**src/rtl/msrv32_ctrl_pkg.sv**
```systemverilog
// Shared encodings for the msrv32 machine-mode trap sequencer:
// FSM states, next-PC select codes, trap cause codes and SYSTEM decode fields.
package msrv32_ctrl_pkg;

    typedef enum logic [1:0] {
        ST_RESET       = 2'b00,
        ST_OPERATING   = 2'b01,
        ST_TRAP_TAKEN  = 2'b10,
        ST_TRAP_RETURN = 2'b11
    } state_t;

    localparam int unsigned PC_SRC_W = 2;
    localparam int unsigned CAUSE_W  = 4;

    localparam logic [PC_SRC_W-1:0] PC_BOOT = 2'b00;
    localparam logic [PC_SRC_W-1:0] PC_EPC  = 2'b01;
    localparam logic [PC_SRC_W-1:0] PC_TRAP = 2'b10;
    localparam logic [PC_SRC_W-1:0] PC_NEXT = 2'b11;

    localparam logic [CAUSE_W-1:0] CAUSE_INSTR_MISALIGNED = 4'd0;
    localparam logic [CAUSE_W-1:0] CAUSE_ILLEGAL_INSTR    = 4'd2;
    localparam logic [CAUSE_W-1:0] CAUSE_BREAKPOINT       = 4'd3;
    localparam logic [CAUSE_W-1:0] CAUSE_LOAD_MISALIGNED  = 4'd4;
    localparam logic [CAUSE_W-1:0] CAUSE_STORE_MISALIGNED = 4'd6;
    localparam logic [CAUSE_W-1:0] CAUSE_ECALL_M          = 4'd11;
    localparam logic [CAUSE_W-1:0] CAUSE_M_SW_INT         = 4'd3;
    localparam logic [CAUSE_W-1:0] CAUSE_M_TIMER_INT      = 4'd7;
    localparam logic [CAUSE_W-1:0] CAUSE_M_EXT_INT        = 4'd11;

    localparam logic [4:0] OPCODE_SYSTEM = 5'b11100;
    localparam logic [6:0] FUNCT7_MRET   = 7'b0011000;
    localparam logic [4:0] RS2_MRET      = 5'b00010;

endpackage

```
**src/rtl/msrv32_trap_priority.sv**
```systemverilog
// Combinational trap priority encoder.
// Inputs : decoded exception flags, mstatus.MIE, per-source enables/pendings.
// Outputs: o_trap (any trap), o_cause (cause code), o_i_or_e (1 = interrupt).
// Exceptions always win over interrupts.
module msrv32_trap_priority
    import msrv32_ctrl_pkg::*;
(
    input  logic               i_misaligned_instr,
    input  logic               i_illegal,
    input  logic               i_ebreak,
    input  logic               i_ecall,
    input  logic               i_misaligned_load,
    input  logic               i_misaligned_store,
    input  logic               i_mie,
    input  logic               i_meie,
    input  logic               i_mtie,
    input  logic               i_msie,
    input  logic               i_meip,
    input  logic               i_mtip,
    input  logic               i_msip,
    output logic               o_trap,
    output logic [CAUSE_W-1:0] o_cause,
    output logic               o_i_or_e
);

    logic w_ext_int;
    logic w_sw_int;
    logic w_tmr_int;

    assign w_ext_int = i_mie & i_meie & i_meip;
    assign w_sw_int  = i_mie & i_msie & i_msip;
    assign w_tmr_int = i_mie & i_mtie & i_mtip;

    // Priority chain, highest first.
    always_comb begin
        o_trap   = 1'b1;
        o_i_or_e = 1'b0;
        o_cause  = CAUSE_INSTR_MISALIGNED;
        if (i_misaligned_instr) begin
            o_cause = CAUSE_INSTR_MISALIGNED;
        end else if (i_illegal) begin
            o_cause = CAUSE_ILLEGAL_INSTR;
        end else if (i_ebreak) begin
            o_cause = CAUSE_BREAKPOINT;
        end else if (i_ecall) begin
            o_cause = CAUSE_ECALL_M;
        end else if (i_misaligned_load) begin
            o_cause = CAUSE_LOAD_MISALIGNED;
        end else if (i_misaligned_store) begin
            o_cause = CAUSE_STORE_MISALIGNED;
        end else if (w_ext_int) begin
            o_i_or_e = 1'b1;
            o_cause  = CAUSE_M_EXT_INT;
        end else if (w_sw_int) begin
            o_i_or_e = 1'b1;
            o_cause  = CAUSE_M_SW_INT;
        end else if (w_tmr_int) begin
            o_i_or_e = 1'b1;
            o_cause  = CAUSE_M_TIMER_INT;
        end else begin
            o_trap  = 1'b0;
        end
    end

endmodule

```
**src/rtl/msrv32_machine_control.sv**
```systemverilog
// Machine-mode trap sequencer: decodes exceptions, interrupts and MRET from
// execute, drives the CSR file trap strobes, selects the next PC and flushes.
// Inputs : clock, rst_in (async active-low), instruction fields, decoder
//          flags, mstatus.MIE, interrupt enables and pendings.
// Outputs: CSR strobes (set_epc/set_cause/mie_clear/mie_set/instret_inc/
//          misaligned_exception), cause/i_or_e, pc_src, flush, trap_taken.
// Detection-cycle outputs are Mealy; cause/i_or_e are latched at that edge.
module msrv32_machine_control
    import msrv32_ctrl_pkg::*;
(
    input  logic                clock,
    input  logic                rst_in,
    input  logic [4:0]          opcode_6_to_2_in,
    input  logic [2:0]          funct3_in,
    input  logic [6:0]          funct7_in,
    input  logic [4:0]          rs1_addr_in,
    input  logic [4:0]          rs2_addr_in,
    input  logic [4:0]          rd_addr_in,
    input  logic                illegal_instr_in,
    input  logic                misaligned_instr_in,
    input  logic                misaligned_load_in,
    input  logic                misaligned_store_in,
    input  logic                mie_in,
    input  logic                meie_in,
    input  logic                mtie_in,
    input  logic                msie_in,
    input  logic                meip_in,
    input  logic                mtip_in,
    input  logic                msip_in,
    output logic                i_or_e_out,
    output logic [CAUSE_W-1:0]  cause_out,
    output logic                set_cause_out,
    output logic                set_epc_out,
    output logic                instret_inc_out,
    output logic                mie_clear_out,
    output logic                mie_set_out,
    output logic                misaligned_exception_out,
    output logic [PC_SRC_W-1:0] pc_src_out,
    output logic                flush_out,
    output logic                trap_taken_out
);

    state_t             r_state;
    state_t             w_next_state;
    logic [CAUSE_W-1:0] r_cause;
    logic               r_i_or_e;

    logic               w_system;
    logic               w_ecall;
    logic               w_ebreak;
    logic               w_mret;
    logic               w_trap;
    logic [CAUSE_W-1:0] w_cause;
    logic               w_i_or_e;
    logic               w_trap_now;

    // SYSTEM-instruction decode.
    assign w_system = (opcode_6_to_2_in == OPCODE_SYSTEM) && (funct3_in == 3'b000)
                   && (rs1_addr_in == 5'd0) && (rd_addr_in == 5'd0);
    assign w_ecall  = w_system && (funct7_in == 7'd0) && (rs2_addr_in == 5'd0);
    assign w_ebreak = w_system && (funct7_in == 7'd0) && (rs2_addr_in == 5'd1);
    assign w_mret   = w_system && (funct7_in == FUNCT7_MRET) && (rs2_addr_in == RS2_MRET);

    msrv32_trap_priority u_trap_priority (
        .i_misaligned_instr (misaligned_instr_in),
        .i_illegal          (illegal_instr_in),
        .i_ebreak           (w_ebreak),
        .i_ecall            (w_ecall),
        .i_misaligned_load  (misaligned_load_in),
        .i_misaligned_store (misaligned_store_in),
        .i_mie              (mie_in),
        .i_meie             (meie_in),
        .i_mtie             (mtie_in),
        .i_msie             (msie_in),
        .i_meip             (meip_in),
        .i_mtip             (mtip_in),
        .i_msip             (msip_in),
        .o_trap             (w_trap),
        .o_cause            (w_cause),
        .o_i_or_e           (w_i_or_e)
    );

    // Traps are only honoured while operating.
    assign w_trap_now = (r_state == ST_OPERATING) && w_trap;

    // State register.
    always_ff @(posedge clock or negedge rst_in) begin
        if (!rst_in) begin
            r_state <= ST_RESET;
        end else begin
            r_state <= w_next_state;
        end
    end

    // Latched cause / i_or_e, captured on the detection edge.
    always_ff @(posedge clock or negedge rst_in) begin
        if (!rst_in) begin
            r_cause  <= '0;
            r_i_or_e <= 1'b0;
        end else if (w_trap_now) begin
            r_cause  <= w_cause;
            r_i_or_e <= w_i_or_e;
        end
    end

    // Next-state logic.
    always_comb begin
        w_next_state = ST_OPERATING;
        case (r_state)
            ST_OPERATING: begin
                if (w_trap) begin
                    w_next_state = ST_TRAP_TAKEN;
                end else if (w_mret) begin
                    w_next_state = ST_TRAP_RETURN;
                end else begin
                    w_next_state = ST_OPERATING;
                end
            end
            default: w_next_state = ST_OPERATING;
        endcase
    end

    // Output logic.
    always_comb begin
        pc_src_out      = PC_BOOT;
        flush_out       = 1'b0;
        trap_taken_out  = 1'b0;
        set_epc_out     = 1'b0;
        set_cause_out   = 1'b0;
        instret_inc_out = 1'b0;
        mie_clear_out   = 1'b0;
        mie_set_out     = 1'b0;
        cause_out       = r_cause;
        i_or_e_out      = r_i_or_e;
        case (r_state)
            ST_RESET: begin
                pc_src_out = PC_BOOT;
                flush_out  = 1'b1;
            end
            ST_OPERATING: begin
                pc_src_out = PC_NEXT;
                if (w_trap) begin
                    trap_taken_out = 1'b1;
                    set_epc_out    = 1'b1;
                    set_cause_out  = 1'b1;
                    cause_out      = w_cause;
                    i_or_e_out     = w_i_or_e;
                end else begin
                    instret_inc_out = 1'b1;
                end
            end
            ST_TRAP_TAKEN: begin
                pc_src_out    = PC_TRAP;
                mie_clear_out = 1'b1;
                flush_out     = 1'b1;
            end
            ST_TRAP_RETURN: begin
                pc_src_out  = PC_EPC;
                mie_set_out = 1'b1;
                flush_out   = 1'b1;
            end
            default: begin
                pc_src_out = PC_BOOT;
                flush_out  = 1'b1;
            end
        endcase
    end

    // mtval load from iadder only for address-misalignment exceptions.
    assign misaligned_exception_out = w_trap_now && !w_i_or_e
        && ((w_cause == CAUSE_INSTR_MISALIGNED) || (w_cause == CAUSE_LOAD_MISALIGNED)
         || (w_cause == CAUSE_STORE_MISALIGNED));

endmodule

```
**config.mk**
```make
export PLATFORM = sky130hd
export DESIGN_NAME = msrv32_machine_control
export DESIGN_NICKNAME = d
export VERILOG_FILES = /design/src/rtl/msrv32_ctrl_pkg.sv /design/src/rtl/msrv32_trap_priority.sv /design/src/rtl/msrv32_machine_control.sv
export SDC_FILE = /design/constraint.sdc
export NUM_CORES = 1
export LEC_CHECK = 0
export ABC_AREA = 1
export CORE_MARGIN = 4
export CORE_UTILIZATION = 33
export CTS_CLUSTER_SIZE = 20
export DETAILED_ROUTE_END_ITERATION = 6
export PLACE_DENSITY = 0.8
export SYNTH_ARGS = -nofsm -noshare
export SYNTH_HDL_FRONTEND = slang
export SYNTH_SLANG_ARGS = --single-unit
```
**constraint.sdc**
```tcl
create_clock -name clock -period 2.23 [get_ports clock]
set_clock_uncertainty 0.15 [all_clocks]
set_input_delay 0.5575 -clock clock [delete_from_list [all_inputs] [get_ports clock]]
set_output_delay 0.5575 -clock clock [all_outputs]
set_load 0.005 [all_outputs]
```
==> notes.md <==
This memo summarizes the results of the implementation run.

Floorplanning
The report lists the number of standard-cell rows as 16. The share of the core area taken by cells at floorplan is 0.361. Per the OpenROAD floorplan log, the height of the die is 55.3 um. Per the OpenROAD floorplan log, the area of the core is 2040 sq um.

Pwr
The share of total power dissipated in sequential elements is 0.278. The clock share of power is 0.264. The net switching power in the latest report is 0.000162 W. The script extracted a total leakage power of 1.04 nW.

The power group with the highest consumption is combinational logic. The power dissipated in combinational cells is 0.000220 W. The cell-internal power is 0.000318 W.

Critical path
The number of cells on the critical path is 10. The count of buffer and inverter cells on the critical path is 5. The timing endpoint of the critical path is cause_out[1]. The biggest fanout along the worst timing path is 3.

The kind of launch point of the worst setup path is an input port. The classification of the worst setup path is in -> out. The kind of cell with the highest combined delay along the critical path is buffers and inverters.

Final timing
In the final report, the number of endpoints failing setup comes to 10. The number of hold violations in the final report is 0. The relative max-transition margin is 0.774. Setup repair after global routing could not meet its margin everywhere. Setup slack on the critical path of the routed design comes to -0.559 ns.

Min path
The endpoint of the worst hold path is reported as r_cause[2]. The type recorded for the worst min-delay path is reg -> reg.

Clock network
TritonCTS built the clock tree. The deepest level of the CTS H-tree is 1. The clock drives 7 sinks.

Logic synthesis
The number of cells reported by Yosys stat comes to 115. In this run, the synthesized area fraction spent on xor and xnor cells is recorded as 0. The synthesized cell area is 737 sq um. Summing all multiplexer cells gives an area fraction of 0. The number of enable-type register cells in the synthesized netlist is 0. Per the synthesis report, the AND-OR/OR-AND share of the synthesized area is 0.0985. The most area-hungry cell type in the Yosys netlist is sky130_fd_sc_hd__dfrtp_1. The area fraction of the largest cell type after synthesis is 0.238.

Placed design
Note, the detailed placer reported a final HPWL of 2100 um.

Status
The run finished, with violations left. The checks that failed: negative setup slack.

Cells and area
The fraction of final layout cells sized beyond drive strength 1 is 0.700. The final layout contains 282 nets.

Routing
The count of nets left with antenna violations once routing finished came out at 0. In the routed design, unresolved DRC markers number 0. In the final routed layout, each cell accounts on average for 20.8 um.

Global route
Entering global routing, the biggest net connects 8 pins.
[what timing repair did]
action	4_1_cts	5_1_grt
pin swaps	42	48
setup buffers	33	8
resized	169	77
endpoints found under the setup margin	13	11
[area by class of cell]
cell class / count / area, sq um / share of cell area
clock buffers: 4 / 26.3 / 0.0134
inverters: 14 / 52.6 / 0.0268
multi-input cells: 92 / 737 / 0.376
flip-flops and latches: 7 / 175 / 0.0893
well taps: 27 / 33.8 / 0.0172
repair buffers: 116 / 936 / 0.477
[sequential cells by signal, summed over array words and instances, names as in the netlist]
signal    cells
r_i_or_e      1
r_state       2
r_cause       4
[layer usage]
layer	GRT usage	vias to the layer above	wire length, um	part of all wire
li1	-	596	-	-
met1	0.244	674	1760	0.33
met2	0.492	146	2730	0.50
met3	0.0466	46	528	0.097
met4	0.122	0	400	0.074
met5	0	-	0	0
==> images/met1.png <==
The bar under the picture is 20 um long.
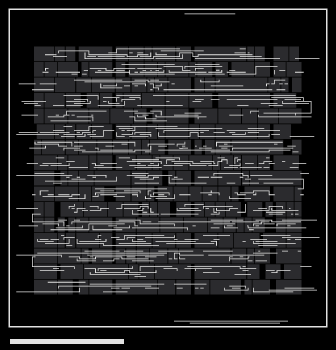
longest straight run: 24.8 um
nets with wire on the layer: 253
wire length on this layer: 1760 um

==> images/met2.png <==
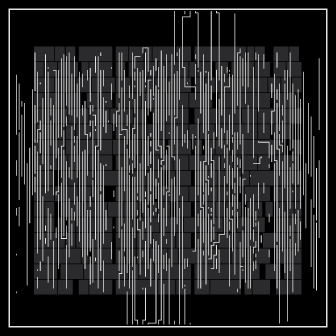
longest straight run: 30.6 um
main direction: vertical
share of all routed wire: 50%
wire length on this layer: 2730 um
nets with wire on the layer: 261

No activity file was given, so power comes from the tool's default toggle rates.
